==> src/rtl/sram_sp_arbiter.sv <==
// Round-robin arbiter and sequencer sharing one single-port SRAM between NUM_REQ requesters.
// Optionally zero-fills the array after reset and returns read data to the issuing requester.
module sram_sp_arbiter #(
  parameter int NUM_REQ   = 2,
  parameter int SIZE      = 256,
  parameter int DATA_WD   = 32,
  parameter int RD_LAT    = 1,
  parameter int KNOB_INIT = 1,
  localparam int SIZE_WD  = (SIZE > 1) ? $clog2(SIZE) : 1
) (
  input  logic                       clk,
  input  logic                       rst,
  input  logic [NUM_REQ-1:0]         req_val_i,
  input  logic [NUM_REQ-1:0]         req_wr_i,
  input  logic [NUM_REQ*SIZE_WD-1:0] req_adr_i,
  input  logic [NUM_REQ*DATA_WD-1:0] req_dat_i,
  output logic [NUM_REQ-1:0]         req_rdy_o,
  output logic [NUM_REQ-1:0]         rsp_val_o,
  output logic [DATA_WD-1:0]         rsp_dat_o,
  output logic [SIZE_WD-1:0]         sram_adr_o,
  output logic                       sram_wr_val_o,
  output logic [DATA_WD-1:0]         sram_wr_dat_o,
  output logic                       sram_rd_val_o,
  input  logic [DATA_WD-1:0]         sram_rd_dat_i,
  output logic                       init_busy_o
);

  localparam int IDX_WD = (NUM_REQ > 1) ? $clog2(NUM_REQ) : 1;

  typedef enum logic {ST_INIT, ST_SERV} state_e;

  typedef struct packed {
    logic              val;
    logic [IDX_WD-1:0] id;
  } rsp_ent_t;

  localparam state_e RST_STATE = (KNOB_INIT != 0) ? ST_INIT : ST_SERV;

  state_e             state_q, state_d;
  logic [SIZE_WD-1:0] init_cnt_q, init_cnt_d;
  logic [IDX_WD-1:0]  rr_ptr_q, rr_ptr_d;
  rsp_ent_t           rsp_pipe_q [RD_LAT];
  rsp_ent_t           rsp_in;

  logic              serving;
  logic              gnt_vld;
  logic [IDX_WD-1:0] gnt_idx;
  logic              gnt_wr;

  // Requester index reached by stepping 'off' places from 'base', wrapping at NUM_REQ.
  function automatic logic [IDX_WD-1:0] rr_slot(input logic [IDX_WD-1:0] base,
                                                input int unsigned       off);
    int unsigned s;
    s = 32'(base) + off;
    if (s >= NUM_REQ) s = s - NUM_REQ;
    return s[IDX_WD-1:0];
  endfunction

  // NOTE: every variable assigned in always_comb gets a default first, so no path leaves it
  // holding its old value and no latch is inferred.
  always_comb begin
    serving = !rst && (state_q == ST_SERV);
    gnt_vld = 1'b0;
    gnt_idx = '0;
    for (int i = 0; i < NUM_REQ; i++) begin
      if (serving && !gnt_vld && req_val_i[rr_slot(rr_ptr_q, i)]) begin
        gnt_vld = 1'b1;
        gnt_idx = rr_slot(rr_ptr_q, i);
      end
    end
    gnt_wr = req_wr_i[gnt_idx];
  end

  // Init sweep owns the SRAM port; otherwise the granted requester drives it directly.
  always_comb begin
    req_rdy_o     = '0;
    sram_adr_o    = '0;
    sram_wr_val_o = 1'b0;
    sram_wr_dat_o = '0;
    sram_rd_val_o = 1'b0;
    init_busy_o   = 1'b0;
    if (!rst && state_q == ST_INIT) begin
      init_busy_o   = 1'b1;
      sram_wr_val_o = 1'b1;
      sram_adr_o    = init_cnt_q;
    end else if (gnt_vld) begin
      req_rdy_o[gnt_idx] = 1'b1;
      sram_adr_o         = req_adr_i[gnt_idx*SIZE_WD +: SIZE_WD];
      if (gnt_wr) begin
        sram_wr_val_o = 1'b1;
        sram_wr_dat_o = req_dat_i[gnt_idx*DATA_WD +: DATA_WD];
      end else begin
        sram_rd_val_o = 1'b1;
      end
    end
  end

  always_comb begin
    state_d    = state_q;
    init_cnt_d = init_cnt_q;
    rr_ptr_d   = rr_ptr_q;
    if (state_q == ST_INIT) begin
      init_cnt_d = init_cnt_q + 1'b1;
      if (init_cnt_q == SIZE_WD'(SIZE - 1)) state_d = ST_SERV;
    end
    if (gnt_vld) rr_ptr_d = (gnt_idx == IDX_WD'(NUM_REQ - 1)) ? '0 : gnt_idx + 1'b1;
    rsp_in.val = gnt_vld && !gnt_wr;
    rsp_in.id  = gnt_idx;
  end

  // NOTE: sequential state uses non-blocking assignments so every register samples the
  // pre-edge values, which keeps the response shift register from collapsing into one stage.
  always_ff @(posedge clk) begin
    if (rst) begin
      state_q    <= RST_STATE;
      init_cnt_q <= '0;
      rr_ptr_q   <= '0;
      for (int s = 0; s < RD_LAT; s++) rsp_pipe_q[s] <= '0;
    end else begin
      state_q       <= state_d;
      init_cnt_q    <= init_cnt_d;
      rr_ptr_q      <= rr_ptr_d;
      rsp_pipe_q[0] <= rsp_in;
      for (int s = 1; s < RD_LAT; s++) rsp_pipe_q[s] <= rsp_pipe_q[s-1];
    end
  end

  // Data is only passed through while a response is due, so idle SRAM output never leaks.
  always_comb begin
    rsp_val_o = '0;
    rsp_dat_o = '0;
    if (!rst && rsp_pipe_q[RD_LAT-1].val) begin
      rsp_val_o[rsp_pipe_q[RD_LAT-1].id] = 1'b1;
      rsp_dat_o                          = sram_rd_dat_i;
    end
  end

  if (NUM_REQ < 1 || RD_LAT < 1) begin : g_bad_param
    $error("sram_sp_arbiter: NUM_REQ and RD_LAT must both be >= 1");
  end

  if ((SIZE & (SIZE - 1)) != 0) begin : g_size_warn
    $warning("sram_sp_arbiter: SIZE is not a power of 2");
  end

endmodule

==> config.mk <==
export PLATFORM = sky130hd
export DESIGN_NAME = sram_sp_arbiter
export DESIGN_NICKNAME = d
export VERILOG_FILES = /design/src/rtl/sram_sp_arbiter.sv
export SDC_FILE = /design/constraint.sdc
export NUM_CORES = 1
export LEC_CHECK = 0
export CAP_MARGIN = 5
export CORE_UTILIZATION = 26
export CTS_CLUSTER_SIZE = 24
export DETAILED_ROUTE_END_ITERATION = 10
export GPL_TIMING_DRIVEN = 0
export PLACE_DENSITY = 0.82
export SETUP_SLACK_MARGIN = 0.05
export SLEW_MARGIN = 10
export SYNTH_ARGS = -nofsm -noshare
export SYNTH_HDL_FRONTEND = slang
export SYNTH_SLANG_ARGS = --single-unit
==> constraint.sdc <==
create_clock -name clk -period 1.5 [get_ports clk]
set_input_delay 0.225 -clock clk [delete_from_list [all_inputs] [get_ports clk]]
set_output_delay 0.225 -clock clk [all_outputs]
set_load 0.03 [all_outputs]
**Signal wires on met3**

Scale bar: 20 um.
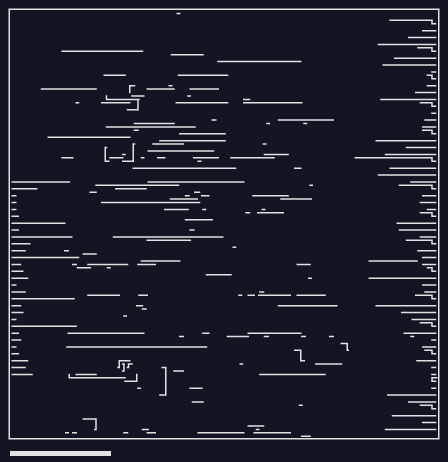
main direction	horizontal
wire length on this layer	1,060 um
share of all routed wire	7.4%
nets with wire on the layer	170
longest straight run	27.6 um
via count: 3,407
GR Util met3: 6.29%
Post-Route WL: 14,300 um

**Cell outlines without signal wires**

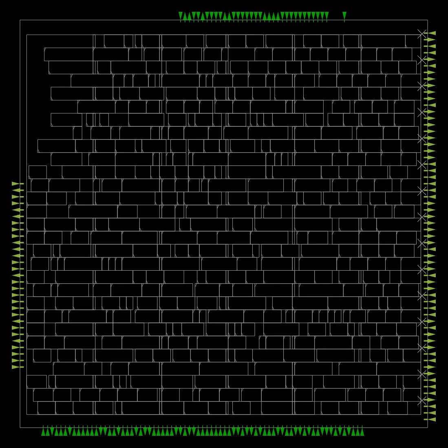
Util after Layout: 88.5%
filler cell count: 252
# rows: 29
Tap Cells: 77
flop count: 12

**Wires at chosen ports, followed through buffers**

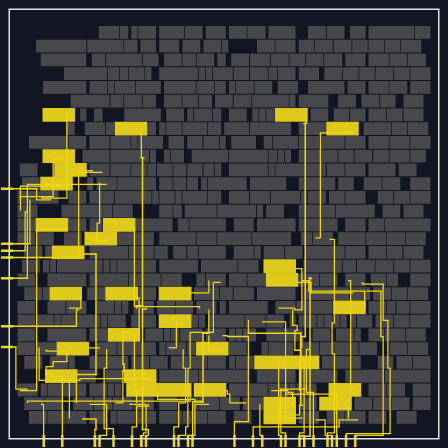
colour	port	bits	direction	edge	end cells	buffers	wire
yellow	`sram_wr_dat_o`	32	output	25 south, 7 west	32	32	1,250 um
Port Buffers: 194
Boundary Pins: 197

==> impl_metrics.csv <==
group,metric,value,unit
synth,synthAdderAreaFrac,0.704,%
setup_path,required,1.27,ns
run,log.warning_count,29,
synth,ys_seq_share,13.5,%
global_route,grt_max_degree,11,
synth,xor_share,1.97,%
setup_path,cp-startpoint,"state_q",
global_route,grt.overflow.total,0,
synth,top_area_share,15.8,%
drt,wl_met3,1060,um
global_route,use_met2,68.1,%
placed_design,place.gp.congestion,0.877,
final_timing,worst_slew_pin_slew,0.729,ns
final_timing,setup_viol,46,
global_route,grt.total_usage,35.8,%
cts,post_cts_buffers,24,
min_path,holdPathStages,3,
cts,cts_max_level,1,
power_and_ir_drop,combPwrFrac,51.1,%
final_layout,clk_share,0.963,%
cts,cts_tree,"built",
final_layout,instances_no_fill,575,
cts,cts_buffers,3,
drt,drc_errors,15,
final_layout,top_regs,"init_cnt_q: 8 flops, rsp_pipe_q: 2 flops",
cts,path_clk_slew,0.06,ns
setup_path,start_kind,"flop",
cts,clock_latency,0.25,ns
run,drv_cap,0,
power_and_ir_drop,powerSeq,339,uW
run_status,status,"finished with violations",
final_layout,design_area,0.00572,mm2
global_route,gr-usage-met1,37.2,%
synth,yosysMostFrequentCell,"nand2_1",
final_timing,setup_slack,-0.355,ns
setup_path,crit_arrival,1.63,ns
final_layout,nNetsFinal,617,
run_status,violations,"design-rule violations, negative setup slack",
final_layout,num-nonclk-inverters,6,
final_layout,regMostFlops,"init_cnt_q",
synth,top_logic_kind,"simple AND/OR/NAND/NOR gates",
final_layout,logic_area,0.00234,mm2
